Run 1, metal 1:
Scale bar: 100 um. Cells faint in the background.
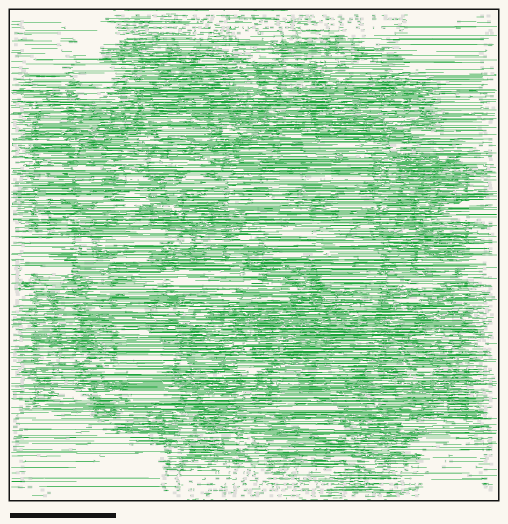
Run 1, the metal 2 layer:
Scale bar: 100 um. Cells faint in the background.
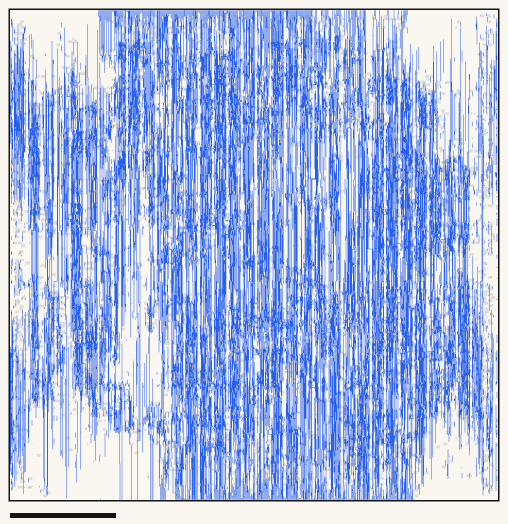
Run 1, the metal 3 layer:
Scale bar: 100 um. Cells faint in the background.
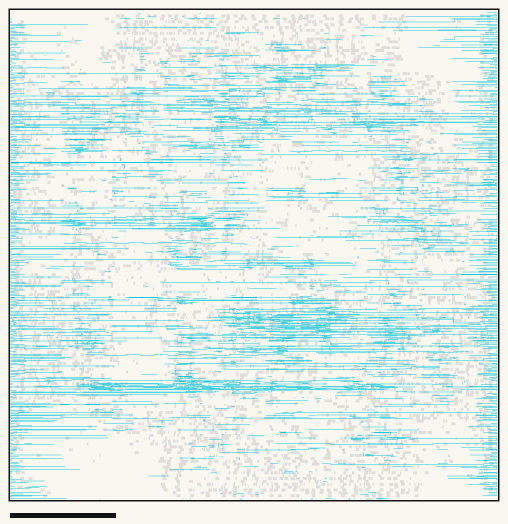
$ cat src/rtl/apb_regbank_pkg.sv
// Shared types and sizing helpers for the APB register bank.
// Holds the transfer-phase encoding and error-cause codes.
// Sizing helpers are evaluated at elaboration time only.
package apb_pkg;

  typedef enum logic [1:0] {
    IDLE,
    SETUP,
    ACCESS
  } apb_state_e;

  typedef enum logic [1:0] {
    ERR_NONE,
    ERR_ALIGN,
    ERR_RANGE,
    ERR_RO
  } apb_err_e;

  // Bytes per register word.
  function automatic int bytes_of(input int data_width);
    return data_width / 8;
  endfunction

  // Register index width, never narrower than one bit.
  function automatic int idx_width(input int num_regs);
    return (num_regs > 1) ? $clog2(num_regs) : 1;
  endfunction

endpackage

$ cat src/rtl/apb_regbank_if.sv
// APB4 bus bundle between a requester and the register bank.
// Purely structural: no storage, no added latency.
// Backpressure is carried by pready from the completer side.
interface apb_regbank_if #(
  parameter int ADDR_WIDTH = 16,
  parameter int DATA_WIDTH = 64
);
  logic [ADDR_WIDTH-1:0]   paddr;
  logic                    psel;
  logic                    penable;
  logic                    pwrite;
  logic [DATA_WIDTH-1:0]   pwdata;
  logic [DATA_WIDTH/8-1:0] pstrb;
  logic [DATA_WIDTH-1:0]   prdata;
  logic                    pready;
  logic                    pslverr;

  modport master (
    output paddr, psel, penable, pwrite, pwdata, pstrb,
    input  prdata, pready, pslverr
  );

  modport slave (
    input  paddr, psel, penable, pwrite, pwdata, pstrb,
    output prdata, pready, pslverr
  );
endinterface

$ cat src/rtl/apb_regbank_wait_ctrl.sv
// APB phase tracker and wait-state counter for the register bank.
// pready rises after WAIT_STATES access cycles (0 = first access cycle).
// Dropping psel/penable mid-access aborts the transfer without pready.
module apb_wait_ctrl
  import apb_pkg::*;
#(
  parameter int WAIT_STATES = 0
) (
  input  logic i_clk,
  input  logic i_rst,
  input  logic i_psel,
  input  logic i_penable,
  output logic o_pready,
  output logic o_access_active
);

  // state_q records the phase the bus was in on the previous cycle, so an
  // access cycle is recognised combinationally in the same cycle it appears.
  apb_state_e  state_q, state_d;
  logic [3:0]  cnt_q, cnt_d;
  logic        in_access;

  // Phase and wait-counter registers.
  always_ff @(posedge i_clk) begin
    if (i_rst) begin
      state_q <= IDLE;
      cnt_q   <= '0;
    end else begin
      state_q <= state_d;
      cnt_q   <= cnt_d;
    end
  end

  // Next phase, wait counting and pready generation.
  always_comb begin
    state_d   = IDLE;
    cnt_d     = '0;
    o_pready  = 1'b0;
    in_access = 1'b0;
    if (!i_rst) begin
      case (state_q)
        IDLE: begin
          if (i_psel && !i_penable) state_d = SETUP;
        end
        SETUP, ACCESS: begin
          if (i_psel && i_penable) begin
            in_access = 1'b1;
            if (cnt_q == 4'(WAIT_STATES)) begin
              o_pready = 1'b1;
              state_d  = IDLE;
            end else begin
              state_d = ACCESS;
              cnt_d   = cnt_q + 4'd1;
            end
          end else if (i_psel && !i_penable) begin
            // Either a held setup phase or an aborted access restarting.
            state_d = SETUP;
          end
        end
        default: state_d = IDLE;
      endcase
    end
    o_access_active = in_access;
  end

endmodule

$ cat src/rtl/apb_regbank.sv
// APB4 completer exposing NUM_REGS byte-strobed registers plus HW update ports.
// Read data/response combinational in the pready cycle; wr_pulse one cycle later.
// Stalls the bus for WAIT_STATES cycles per access; HW writes never stall.
module apb_regbank
  import apb_pkg::*;
#(
  parameter int ADDR_WIDTH  = 16,
  parameter int DATA_WIDTH  = 64,
  parameter int NUM_REGS    = 8,
  parameter int WAIT_STATES = 0,
  parameter logic [NUM_REGS-1:0]            RO_MASK   = '0,
  parameter logic [NUM_REGS*DATA_WIDTH-1:0] RESET_VAL = '0
) (
  input  logic                           i_clk,
  input  logic                           i_rst,
  apb_regbank_if.slave                   apb,
  input  logic [NUM_REGS-1:0]            i_hw_we,
  input  logic [NUM_REGS*DATA_WIDTH-1:0] i_hw_wdata,
  output logic [NUM_REGS*DATA_WIDTH-1:0] o_regs,
  output logic [NUM_REGS-1:0]            o_wr_pulse
);

  localparam int BYTES = bytes_of(DATA_WIDTH);
  localparam int IDXW  = idx_width(NUM_REGS);

  logic [ADDR_WIDTH-1:0] idx_full;
  logic [IDXW-1:0]       idx;
  logic                  align_err, range_err, ro_hit, err, commit;
  logic                  pready, access_active;
  apb_err_e              err_cause;
  logic [DATA_WIDTH-1:0] rd_dat;
  logic [DATA_WIDTH-1:0] regs_q [NUM_REGS];
  logic [DATA_WIDTH-1:0] regs_d [NUM_REGS];
  logic [NUM_REGS-1:0]   wr_pulse_q, wr_pulse_d;

  apb_wait_ctrl #(.WAIT_STATES(WAIT_STATES)) u_wait_ctrl (
    .i_clk           (i_clk),
    .i_rst           (i_rst),
    .i_psel          (apb.psel),
    .i_penable       (apb.penable),
    .o_pready        (pready),
    .o_access_active (access_active)
  );

  // Address decode, error classification and read mux.
  always_comb begin
    idx_full  = apb.paddr / ADDR_WIDTH'(BYTES);
    idx       = idx_full[IDXW-1:0];
    align_err = (apb.paddr % ADDR_WIDTH'(BYTES)) != '0;
    // One extra bit so NUM_REGS == 2**ADDR_WIDTH does not wrap to zero.
    range_err = {1'b0, idx_full} >= (ADDR_WIDTH+1)'(NUM_REGS);
    ro_hit    = 1'b0;
    rd_dat    = '0;
    for (int r = 0; r < NUM_REGS; r++) begin
      if (idx == IDXW'(r)) begin
        ro_hit = RO_MASK[r];
        rd_dat = regs_q[r];
      end
    end
    err_cause = ERR_NONE;
    if (access_active) begin
      if (align_err)                 err_cause = ERR_ALIGN;
      else if (range_err)            err_cause = ERR_RANGE;
      else if (apb.pwrite && ro_hit) err_cause = ERR_RO;
    end
    err = (err_cause != ERR_NONE);
  end

  assign apb.pready  = pready;
  assign apb.pslverr = pready & err;
  assign apb.prdata  = (pready && !apb.pwrite && !err) ? rd_dat : '0;

  // Register next-state: strobed APB commit, then HW write overrides it.
  always_comb begin
    commit     = pready & apb.pwrite & ~err;
    wr_pulse_d = '0;
    for (int r = 0; r < NUM_REGS; r++) begin
      regs_d[r] = regs_q[r];
      if (commit && (idx == IDXW'(r))) begin
        wr_pulse_d[r] = 1'b1;
        for (int b = 0; b < BYTES; b++) begin
          if (apb.pstrb[b]) regs_d[r][8*b +: 8] = apb.pwdata[8*b +: 8];
        end
      end
      if (i_hw_we[r]) regs_d[r] = i_hw_wdata[r*DATA_WIDTH +: DATA_WIDTH];
      o_regs[r*DATA_WIDTH +: DATA_WIDTH] = regs_q[r];
    end
  end

  // Register storage and write-pulse flops.
  always_ff @(posedge i_clk) begin
    if (i_rst) begin
      for (int r = 0; r < NUM_REGS; r++) begin
        regs_q[r] <= RESET_VAL[r*DATA_WIDTH +: DATA_WIDTH];
      end
      wr_pulse_q <= '0;
    end else begin
      for (int r = 0; r < NUM_REGS; r++) begin
        regs_q[r] <= regs_d[r];
      end
      wr_pulse_q <= wr_pulse_d;
    end
  end

  assign o_wr_pulse = wr_pulse_q;

endmodule

$ cat src/flat_wrapper.sv
// flat-port wrapper written by rule: the top's interface ports become plain ports
module apb_regbank_flat import apb_pkg::*;
#(
  parameter int ADDR_WIDTH  = 16,
  parameter int DATA_WIDTH  = 64,
  parameter int NUM_REGS    = 8,
  parameter int WAIT_STATES = 0,
  parameter logic [NUM_REGS-1:0]            RO_MASK   = '0,
  parameter logic [NUM_REGS*DATA_WIDTH-1:0] RESET_VAL = '0
)
  (i_clk, i_rst, i_hw_we, i_hw_wdata, o_regs, o_wr_pulse, apb_paddr, apb_psel, apb_penable, apb_pwrite, apb_pwdata, apb_pstrb, apb_prdata, apb_pready, apb_pslverr);
  apb_regbank_if #(.ADDR_WIDTH(ADDR_WIDTH), .DATA_WIDTH(DATA_WIDTH)) apb_i ();
  input  logic i_clk;
  input  logic i_rst;
  input  logic [NUM_REGS-1:0] i_hw_we;
  input  logic [NUM_REGS*DATA_WIDTH-1:0] i_hw_wdata;
  output logic [NUM_REGS*DATA_WIDTH-1:0] o_regs;
  output logic [NUM_REGS-1:0] o_wr_pulse;
  input wire logic [$bits(apb_i.paddr)-1:0] apb_paddr;
  input wire logic [$bits(apb_i.psel)-1:0] apb_psel;
  input wire logic [$bits(apb_i.penable)-1:0] apb_penable;
  input wire logic [$bits(apb_i.pwrite)-1:0] apb_pwrite;
  input wire logic [$bits(apb_i.pwdata)-1:0] apb_pwdata;
  input wire logic [$bits(apb_i.pstrb)-1:0] apb_pstrb;
  output wire logic [$bits(apb_i.prdata)-1:0] apb_prdata;
  output wire logic [$bits(apb_i.pready)-1:0] apb_pready;
  output wire logic [$bits(apb_i.pslverr)-1:0] apb_pslverr;
  assign apb_i.paddr = apb_paddr;
  assign apb_i.psel = apb_psel;
  assign apb_i.penable = apb_penable;
  assign apb_i.pwrite = apb_pwrite;
  assign apb_i.pwdata = apb_pwdata;
  assign apb_i.pstrb = apb_pstrb;
  assign apb_prdata = apb_i.prdata;
  assign apb_pready = apb_i.pready;
  assign apb_pslverr = apb_i.pslverr;
  apb_regbank #(.ADDR_WIDTH(ADDR_WIDTH), .DATA_WIDTH(DATA_WIDTH), .NUM_REGS(NUM_REGS), .WAIT_STATES(WAIT_STATES), .RO_MASK(RO_MASK), .RESET_VAL(RESET_VAL)) u_core (.i_clk(i_clk), .i_rst(i_rst), .apb(apb_i), .i_hw_we(i_hw_we), .i_hw_wdata(i_hw_wdata), .o_regs(o_regs), .o_wr_pulse(o_wr_pulse));
endmodule
$ cat config.mk
export PLATFORM = sky130hd
export DESIGN_NAME = apb_regbank_flat
export DESIGN_NICKNAME = d
export VERILOG_FILES = /design/src/rtl/apb_regbank_pkg.sv /design/src/rtl/apb_regbank_if.sv /design/src/rtl/apb_regbank_wait_ctrl.sv /design/src/rtl/apb_regbank.sv /design/src/flat_wrapper.sv
export SDC_FILE = /design/constraint.sdc
export NUM_CORES = 1
export LEC_CHECK = 0
export CELL_PAD_IN_SITES_DETAIL_PLACEMENT = 1
export CELL_PAD_IN_SITES_GLOBAL_PLACEMENT = 1
export CORE_AREA = 2 2 460 462
export DETAILED_ROUTE_END_ITERATION = 8
export DIE_AREA = 0 0 462 464
export GPL_TIMING_DRIVEN = 0
export PLACE_DENSITY = 0.47
export SKIP_CTS_REPAIR_TIMING = 1
export SLEW_MARGIN = 20
export SYNTH_ARGS = -nofsm -noshare
export SYNTH_HDL_FRONTEND = slang
export SYNTH_HIERARCHICAL = 1
export SYNTH_SLANG_ARGS = --single-unit
$ cat constraint.sdc
create_clock -name i_clk -period 6.26 [get_ports i_clk]
set_input_delay 1.252 -clock i_clk [delete_from_list [all_inputs] [get_ports i_clk]]
set_output_delay 1.252 -clock i_clk [all_outputs]
set_load 0.02 [all_outputs]
==> ci_impl_report.md <==
## PnR job results

| Metric | Value |
|---|---|
| Net Sw Power | ~0.0045 W |
| Setup Skew | between 40 and 50 ps |
| Status | finished with violations |
| Worst-path clk slew | 60 ps |
| Final nets | about 5,700 |
| Seq. pwr | 0.00393 W |
| Final worst slack | -105 ps |
| Area reported by Yosys stat | 31,000 um2 |
| Count leader, synth | dfxtp_1 |
| Tap cell count | 2,805 |
| CP required | between 5000 and 6000 ps |
| Simple Share, Synth | 0.129 |
| Violations in the final reports | setup timing |
| Gr usage total | 0.384 |
| Pwr top | clock |
| Final setup vio count | 5 |
| Comb area leader | AND-OR/OR-AND gates |
| VDD IR-drop max | approximately 0.00022 V |
| Initial antenna violation count | a little over 100 |
| Port bufs | 1,190 |
| Largest cell class by area | combinational gates |
| Synth top cells by count | 526 x dfxtp_1, 416 x clkbuf_1, 377 x inv_1 |
| Post-Synth XOR/XNOR Area | 0.000283 |
| Final hold violation count | 0 |
| Die X | around 460 um |
| # rows | approximately 170 |
| Pins over their slew limit | 0 |
Back to the opening pictures, 'metal 1':
share of all routed wire = 39%
nets with wire on the layer = 5,216

Back to the opening pictures, 'the metal 2 layer':
nets with wire on the layer = 5,259
main direction = vertical
longest straight run = 188 um
share of all routed wire = 43%

Back to the opening pictures, 'the metal 3 layer':
wire length on this layer = 46.1 mm
longest straight run = 232 um

## run 1: worst max-delay path: stages
cell and delay (ps):
clkdlybuf4s50_1 660, clkbuf_2 390, clkbuf_4 440, clkbuf_2 300, buf_12 230, clkbuf_2 450, a21oi_1 100, o32ai_1 510
a211oi_2 170, clkdlybuf4s50_1 570
## run 1: layer usage
layer  global-route usage  share of wire  up-vias  wire, um
li1                     -              -    17400         -
met1                0.468           0.39    23700    167000
met2                0.582           0.43     3733    185000
met3                0.120           0.11      826     46100
met4                0.242          0.074       24     32000
met5              0.00928         0.0010        -       430
## run 1: placed cells by master, fill, tap and decap left out, types with 16 or more instances in the layout
cell type           n
clkbuf_4           29
a221oi_1          368
a32oi_1            16
dfxtp_1           526
clkbuf_16          80
clkbuf_2          126
o21ai_0           208
mux2i_1            29
a311oi_1           45
or3b_2             40
a21oi_1           124
nand2_1           103
inv_1             377
buf_2              59
o32ai_1            29
clkdlybuf4s50_1  1160
o31ai_1           208
clkbuf_1          290
nand3_1            79
and3_1             50
and2_1            119
dlymetal6s2s_1     30
diode_2            54
a221o_1            44
a31oi_1           301
o22ai_1            40
nand3b_1          120
o2bb2ai_1          24
a41oi_1           101
mux4_2             40
a211oi_1           24
nor2_1             84
## run 1: final timing paths
path	cells after the start	slack, ps	to
min	1	500	u_core/regs_q[0][253]$_SDFFE_PP0P_
max reg2reg	13	560	u_core/regs_q[1][240]$_SDFFE_PP0P_
min reg2reg	1	500	u_core/regs_q[0][253]$_SDFFE_PP0P_
max	10	-110	apb_prdata[10]
## run 1: logic make-up (layout without fill, tap and decap cells)
kind of cell	count (synthesis)	in the layout
flops	526	526
xor+xnor	1	1
simple gates	681	681
mux	71	71
fa+ha+maj	4	4
compound gates	1620	1620
buf+inv	880	2233
other cells	0	54
Power is estimated from default activity; no workload was simulated.
